<file path="config.mk">
export PLATFORM = sky130hd
export DESIGN_NAME = fetch_unit
export DESIGN_NICKNAME = d
export VERILOG_FILES = /design/src/rtl/fetch_unit_pkg.sv /design/src/rtl/fetch_unit_fifo.sv /design/src/rtl/fetch_unit.sv
export SDC_FILE = /design/constraint.sdc
export NUM_CORES = 1
export LEC_CHECK = 0
export ABC_AREA = 0
export CAP_MARGIN = 20
export CORE_AREA = 2 2 158 98
export CTS_BUF_LIST = sky130_fd_sc_hd__clkbuf_4
export DETAILED_ROUTE_END_ITERATION = 16
export DIE_AREA = 0 0 160 100
export PLACE_DENSITY = 0.95
export SYNTH_ARGS = -nofsm -noshare
export SYNTH_HDL_FRONTEND = slang
export SYNTH_SLANG_ARGS = --single-unit
</file>
<file path="constraint.sdc">
create_clock -name clk -period 19.57 [get_ports clk]
set_clock_uncertainty 0.2 [all_clocks]
set_input_delay 3.914 -clock clk [delete_from_list [all_inputs] [get_ports clk]]
set_output_delay 3.914 -clock clk [all_outputs]
set_load 0.05 [all_outputs]
</file>
<file path="src/rtl/fetch_unit_pkg.sv">
// Shared definitions for the instruction-fetch front end.
//   - reset fetch address default and NOP encoding
//   - fetch_entry_t: one buffered instruction together with its PC
//   - inst_op / inst_funct: op and funct field extraction, shared with the
//     main decoder so both agree on the bit positions
package fetch_unit_pkg;

  localparam logic [31:0] RESET_PC_DEFAULT = 32'hBFC0_0000;
  localparam logic [31:0] NOP_INST         = 32'h0000_0000;

  typedef struct packed {
    logic [31:0] pc;
    logic [31:0] inst;
  } fetch_entry_t;

  function automatic logic [5:0] inst_op(input logic [31:0] inst);
    return inst[31:26];
  endfunction

  function automatic logic [5:0] inst_funct(input logic [31:0] inst);
    return inst[5:0];
  endfunction

endpackage

</file>
<file path="src/rtl/fetch_unit_fifo.sv">
// Instruction buffer: DEPTH entries of {pc, inst}.
// Ports:
//   clk, rst    - clock, synchronous active-high reset
//   flush       - synchronous flush (empties the buffer)
//   push, data  - write one entry; accepted when not full, or full with pop
//   pop         - remove head entry (ignored when empty)
//   head        - head entry, all-zero when empty (registered storage only)
//   count       - number of valid entries
//   empty       - buffer holds no entries
module fetch_unit_fifo
  import fetch_unit_pkg::*;
#(
  parameter int DEPTH = 2
) (
  input  logic                       clk,
  input  logic                       rst,
  input  logic                       flush,
  input  logic                       push,
  input  fetch_entry_t               data,
  input  logic                       pop,
  output fetch_entry_t               head,
  output logic [$clog2(DEPTH):0]     count,
  output logic                       empty
);

  localparam int AW = $clog2(DEPTH);
  localparam logic [AW:0] FULL_CNT = (AW + 1)'(DEPTH);

  fetch_entry_t  mem [DEPTH];
  logic [AW-1:0] rd_ptr;
  logic [AW-1:0] wr_ptr;
  logic          full;
  logic          do_push;
  logic          do_pop;

  assign empty   = (count == '0);
  assign full    = (count == FULL_CNT);
  assign do_pop  = pop && !empty;
  // A push into a full buffer is only legal when the head leaves this cycle.
  assign do_push = push && (!full || do_pop);

  always_ff @(posedge clk) begin
    if (rst || flush) begin
      rd_ptr <= '0;
      wr_ptr <= '0;
      count  <= '0;
    end else begin
      if (do_push) wr_ptr <= wr_ptr + 1'b1;
      if (do_pop)  rd_ptr <= rd_ptr + 1'b1;
      case ({do_push, do_pop})
        2'b10:   count <= count + 1'b1;
        2'b01:   count <= count - 1'b1;
        default: count <= count;
      endcase
    end
  end

  // Storage needs no reset: an entry is only visible once count covers it.
  always_ff @(posedge clk) begin
    if (!rst && !flush && do_push) mem[wr_ptr] <= data;
  end

  assign head = empty ? '0 : mem[rd_ptr];

endmodule

</file>
<file path="src/rtl/fetch_unit.sv">
// Instruction-fetch front end.
// Holds the PC, issues word fetches with at most one request in flight,
// buffers responses with their PCs and presents the head to decode.
// Ports:
//   clk, rst                 - clock, synchronous active-high reset
//   imem_req / imem_addr     - fetch request strobe and word address
//   imem_rvalid / imem_rdata - fetch response
//   redirect_valid / _pc     - branch/jump redirect (highest priority)
//   id_ready                 - decode accepts head (low = stall)
//   id_valid/id_inst/id_pc   - head instruction, zero when no instruction
//   id_op / id_funct         - op and funct fields of id_inst
// Handshake: the head transfers to decode in every cycle where
// id_valid && id_ready are both high and no redirect is present.
module fetch_unit
  import fetch_unit_pkg::*;
#(
  parameter logic [31:0] RESET_PC = RESET_PC_DEFAULT,
  parameter int          DEPTH    = 2
) (
  input  logic        clk,
  input  logic        rst,
  output logic        imem_req,
  output logic [31:0] imem_addr,
  input  logic        imem_rvalid,
  input  logic [31:0] imem_rdata,
  input  logic        redirect_valid,
  input  logic [31:0] redirect_pc,
  input  logic        id_ready,
  output logic        id_valid,
  output logic [31:0] id_inst,
  output logic [31:0] id_pc,
  output logic [5:0]  id_op,
  output logic [5:0]  id_funct
);

  localparam int CW = $clog2(DEPTH) + 1;
  localparam logic [CW:0] DEPTH_CNT = (CW + 1)'(DEPTH);

  logic [31:0]  pc;
  logic [31:0]  req_pc;
  logic         outstanding;
  logic         drop;

  logic         resp;
  logic         push;
  logic         pop;
  logic         issue;
  logic [CW:0]  occ_next;
  logic [CW-1:0] count;
  logic         empty;
  fetch_entry_t head;
  fetch_entry_t push_data;

  assign resp = imem_rvalid && outstanding;
  assign push = resp && !drop && !redirect_valid;
  assign pop  = !empty && id_ready && !redirect_valid;

  // Entries held after this edge; a new request may only go out if its
  // response is guaranteed a free slot.
  assign occ_next = {1'b0, count} - {{CW{1'b0}}, pop} + {{CW{1'b0}}, push};

  assign issue = !rst && !redirect_valid && (!outstanding || imem_rvalid)
                 && (occ_next < DEPTH_CNT);

  always_ff @(posedge clk) begin
    if (rst) begin
      pc          <= RESET_PC;
      req_pc      <= '0;
      outstanding <= 1'b0;
      drop        <= 1'b0;
    end else if (redirect_valid) begin
      pc <= redirect_pc & ~32'h3;
      // A response still in flight belongs to the old path: mark it for discard.
      if (outstanding && !imem_rvalid) begin
        drop <= 1'b1;
      end else begin
        outstanding <= 1'b0;
        drop        <= 1'b0;
      end
    end else begin
      if (issue) begin
        pc          <= pc + 32'd4;
        req_pc      <= pc;
        outstanding <= 1'b1;
      end else if (resp) begin
        outstanding <= 1'b0;
      end
      if (resp) drop <= 1'b0;
    end
  end

  assign push_data = '{pc: req_pc, inst: imem_rdata};

  fetch_unit_fifo #(.DEPTH(DEPTH)) u_fifo (
    .clk   (clk),
    .rst   (rst),
    .flush (redirect_valid),
    .push  (push),
    .data  (push_data),
    .pop   (pop),
    .head  (head),
    .count (count),
    .empty (empty)
  );

  assign imem_req  = issue;
  assign imem_addr = pc;
  assign id_valid  = !empty;
  assign id_inst   = empty ? NOP_INST : head.inst;
  assign id_pc     = empty ? 32'h0 : head.pc;
  assign id_op     = inst_op(id_inst);
  assign id_funct  = inst_funct(id_inst);

endmodule

</file>
==> results.sh, run 1 <==
# source this file to load flow results
export IMPL_status="finished clean"
export IMPL_globalplace_congestion=0.876
export IMPL_nNonClkBuffers=180
export IMPL_areaGrowthSynthToFinish_pct=25.6
export IMPL_buffer_area_share_pct=17.9
export IMPL_rr_worst_depth=15
export IMPL_dp_cells=1016
export IMPL_yosysTopAreaCell="edfxtp_1"
export IMPL_simple_gate_area_share_pct=15.1
export IMPL_clkPwrFrac_pct=28.1
export IMPL_power_leakage_uw=0.00324
export IMPL_drv_cap=0
export IMPL_grt_usage_pct=23.1
export IMPL_drtPass1Iterations=5
export IMPL_criticalPathCategory="in -> out"
export IMPL_flop_cell="edfxtp_1"
export IMPL_grt_pass1_vias=5525
export IMPL_busiest_layer="met2"
export IMPL_met1_usage_pct=31.5
export IMPL_comb_area_share_pct=26.2
export IMPL_internal_power_uw=536
export IMPL_cts_tree="done"
export IMPL_avgViaCountPerCell=5.58
export IMPL_post_route_min_period_ns=13.23
export IMPL_largest_reg_flops=124
export IMPL_top_cell="edfxtp_1"
export IMPL_endpoint_kind="output pin"
export IMPL_relSlewSlack_pct=25.3
export IMPL_use_met3_pct=6.69
export IMPL_crit_fanout=36
export IMPL_xor_share_pct=2.19
export IMPL_htreeDepth=4
export IMPL_ant_nets=0
export IMPL_power_frac_seq_pct=61.2
export IMPL_fa_ha_area_share_pct=0.718
export IMPL_finalSetupTns_ns=0
export IMPL_logic_family="simple AND/OR/NAND/NOR gates"
export IMPL_whs_path_depth=0
export IMPL_seq_area_mm2=0.00507
export IMPL_drive_above_1_share_pct=6.62
export IMPL_hold_path_class="reg -> reg"
export IMPL_finalNonFillerCells=1049
export IMPL_synth_warnings=0
export IMPL_p_comb_uw=78.2
export IMPL_top_cell_area_share_pct=46.5
export IMPL_edf_count=124
export IMPL_synth_cell_types=49
export IMPL_ys_top_cells_by_count="edfxtp_1 (124), nand2_1 (89), nor2_1 (84)"
export IMPL_cts_sinks=191
export IMPL_syn_cell_area_mm2=0.00801
export IMPL_ys_area_mm2=0.00801
export IMPL_clkLatencyLatePin_ns=0.55
export IMPL_fp_dieArea_mm2=0.0160
export IMPL_yosysSeqAreaShare_pct=63.2
export IMPL_setup_viol=0
export IMPL_clk_pin_slew_worst_paths_ns=0.15
export IMPL_slew_violations=0
export IMPL_nets=906
export IMPL_slowest_stage="clkdlybuf4s50_1"
export IMPL_grt_antenna_before_repair=0
export IMPL_clk_share_pct=2.76
export IMPL_syn_area_per_cell_um2=11.7
## run 1: worst max-delay path by stage
stage,endpoint,slack (ns),startpoint
floorplan,imem_req,7.92,redirect_valid
global placement,imem_req,6.49,redirect_valid
detailed placement,imem_req,6.37,redirect_valid
CTS,imem_req,6.36,redirect_valid
global route,imem_req,6.13,redirect_valid
finish,imem_req,6.34,redirect_valid
## run 1: stage by stage
stage / hold slack, ns / setup WS [ns] / cell area [um^2] / util, % / total power (uW)
final: 0.270 / 6.34 / 10100 / 68.0 / 730
after CTS: 0.266 / 6.36 / 10000 / 67.8 / 733
after global routing: 0.282 / 6.13 / 10100 / 68.0 / 755
after detailed placement: 0.242 / 6.37 / 9760 / 65.9 / 533
after floorplan: 0.225 / 7.92 / 8020 / - / 500
after global placement: 0.232 / 6.49 / 9760 / 65.9 / 531
==> run_1/io_placement.png <==
Drawn at 3 px/um. Pins as bars across the die edge, other pins in gray.
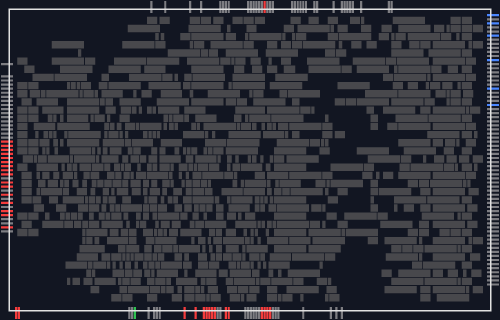
- redirect_pc: red (pins 32; direction input; edge 16 west, 15 south, 1 north)
- id_funct: blue (pins 6; direction output; edge east)
- imem_rvalid: green (pins 1; direction input; edge south)
- all pins by edge: 67 east, 40 west, 37 south, 35 north
DIE HEIGHT: 100 um
port bufs: 172
Die Span X: 160 um

==> run_1/placement.png <==
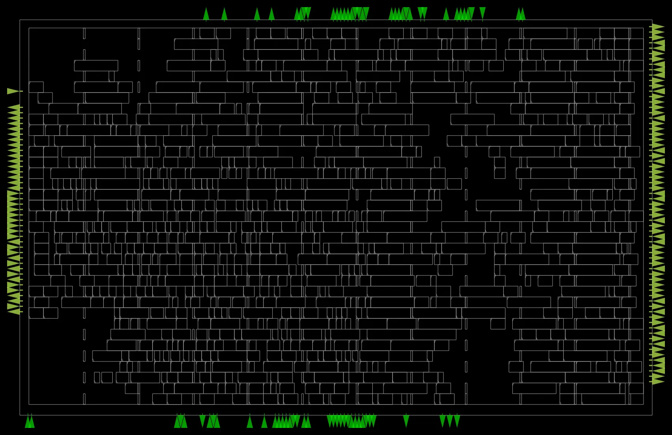
FILL cells: 1086
final sequential cell count: 191
Finished Core Util: 68.0%
core area: 0.0148 mm^2
Seq area share: 50.4%

==> run_1/layer_met2.png <==
Drawn at 3 px/um.
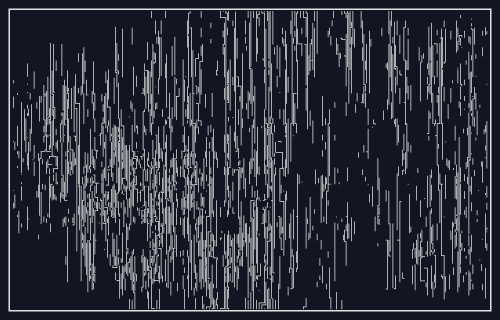
- longest straight run: 50.0 um
- nets with wire on the layer: 779
- main direction: vertical
- wire length on this layer: 8380 um
- share of all routed wire: 46%
routed wire length: 18.4 mm
total number of vias: 5858
grt met2 use: 36.4%

==> run_1/io_fan.png <==
Drawn at 1.5 px/um.
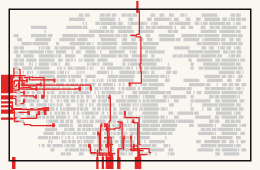
- redirect_pc: red (direction input; edge 16 west, 15 south, 1 north; end cells 30; buffers 30; wire 841 um)
# IOs: 179

--- run 2 (diff from run 1) ---
- CORE_AREA: 2 2 158 98 -> 2 2 172 107
- DIE_AREA: 0 0 160 100 -> 0 0 174 109
- PLACE_DENSITY: 0.95 -> 0.88
- clock period: 19.57 -> 11.47 ns (I/O delays scaled with it)
==> run_2/io_placement.png <==
Drawn at 3 px/um. Pins as bars across the die edge, other pins in gray.
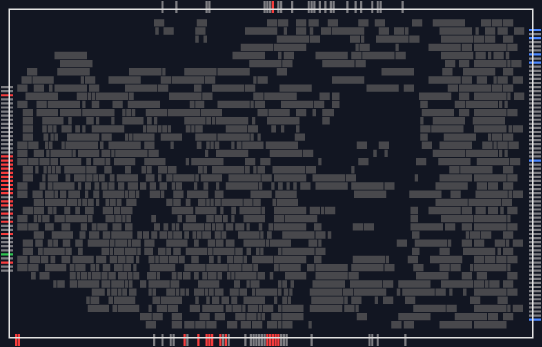
- redirect_pc: red (pins 32; direction input; edge 17 west, 14 south, 1 north)
- imem_rvalid: green (pins 1; direction input; edge west)
- id_funct: blue (pins 6; direction output; edge east)
Die Span X: 174 um
DIE HEIGHT: 109 um

==> run_2/layer_met2.png <==
Drawn at 3 px/um.
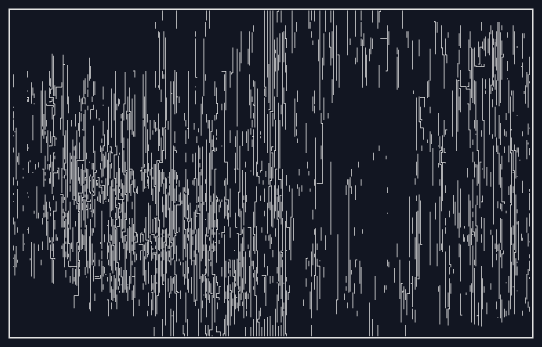
- wire length on this layer: 8810 um
- main direction: vertical
- share of all routed wire: 45%
routed wire length: 19.6 mm
grt met2 use: 32.6%

==> run 2 against run 1 <==
Against the previous run:
- count of clock-buffer cells in the layout is 1 lower
- combinational power increased by 71%
- sequential power increased by 71%
- global-route usage shrank 2.2 points
- critical path depth is 1 lower
- flip-flop count did not move
- critical endpoint unchanged
- largest cell class unchanged
- largest power group unchanged
==> results.sh, run 2 <==
# source this file to load flow results
export IMPL_clkPwrFrac_pct=29.3
export IMPL_rr_worst_depth=13
export IMPL_slowest_stage="inv_1"
export IMPL_startpoint="redirect_valid"
export IMPL_busiest_layer="met2"
export IMPL_edf_count=124
export IMPL_grt_pass1_vias=5614
export IMPL_setup_ws_ns=2.88
export IMPL_finish_instance_area_mm2=0.0101
export IMPL_endpoint="imem_req"
export IMPL_ys_area_mm2=0.00801
export IMPL_seq_area_mm2=0.00507
export IMPL_power_leakage_uw=0.00325
export IMPL_largest_reg_flops=124
export IMPL_cts_tree="done"
export IMPL_comb_area_share_pct=26.1
export IMPL_nNonClkBuffers=181
export IMPL_fin_util_pct=57.8
export IMPL_top_cell="edfxtp_1"
export IMPL_hold_slack_ns=0.262
export IMPL_use_met3_pct=6.52
export IMPL_finalPower_uw=1270
export IMPL_endpoint_kind="output pin"
export IMPL_internal_power_uw=933
export IMPL_crit_fanout=31
export IMPL_status="finished clean"
export IMPL_vias=5887
export IMPL_yosysTopAreaCell="edfxtp_1"
export IMPL_ios=179
export IMPL_drv_cap=0
export IMPL_dp_cells=1055
export IMPL_clkLatencyLatePin_ns=0.57
export IMPL_relSlewSlack_pct=26.6
export IMPL_areaGrowthSynthToFinish_pct=26.2
export IMPL_syn_area_per_cell_um2=11.7
export IMPL_power_frac_seq_pct=60.1
export IMPL_synth_cell_types=49
export IMPL_seq_share_pct=50.1
export IMPL_p_comb_uw=134
export IMPL_drtPass1Iterations=5
-- run 2: cell counts after synthesis --
Identical to the previous run, type by type.
-- run 2: kinds of logic after synthesis --
kind of cell	share of synthesized area (%)
xor+xnor	2.19
compound gates	5.95
other cells	0.0468
buf+inv	4.15
flops	63.2
fa+ha+maj	0.718
mux	8.67
simple gates	15.1
-- run 2: how the worst min path moves through the flow --
| stage | to | cells after the start |
|---|---|---|
| floorplan | u_fifo.mem[0][34]$_DFFE_PP_ | 0 |
| global placement | u_fifo.mem[0][41]$_DFFE_PP_ | 0 |
| detailed placement | u_fifo.mem[1][49]$_DFFE_PP_ | 0 |
| CTS | u_fifo.mem[0][54]$_DFFE_PP_ | 0 |
| global route | u_fifo.mem[1][41]$_DFFE_PP_ | 0 |
| finish | u_fifo.mem[0][54]$_DFFE_PP_ | 0 |
Power figures rest on the tool's default switching activity, not on a simulated workload.
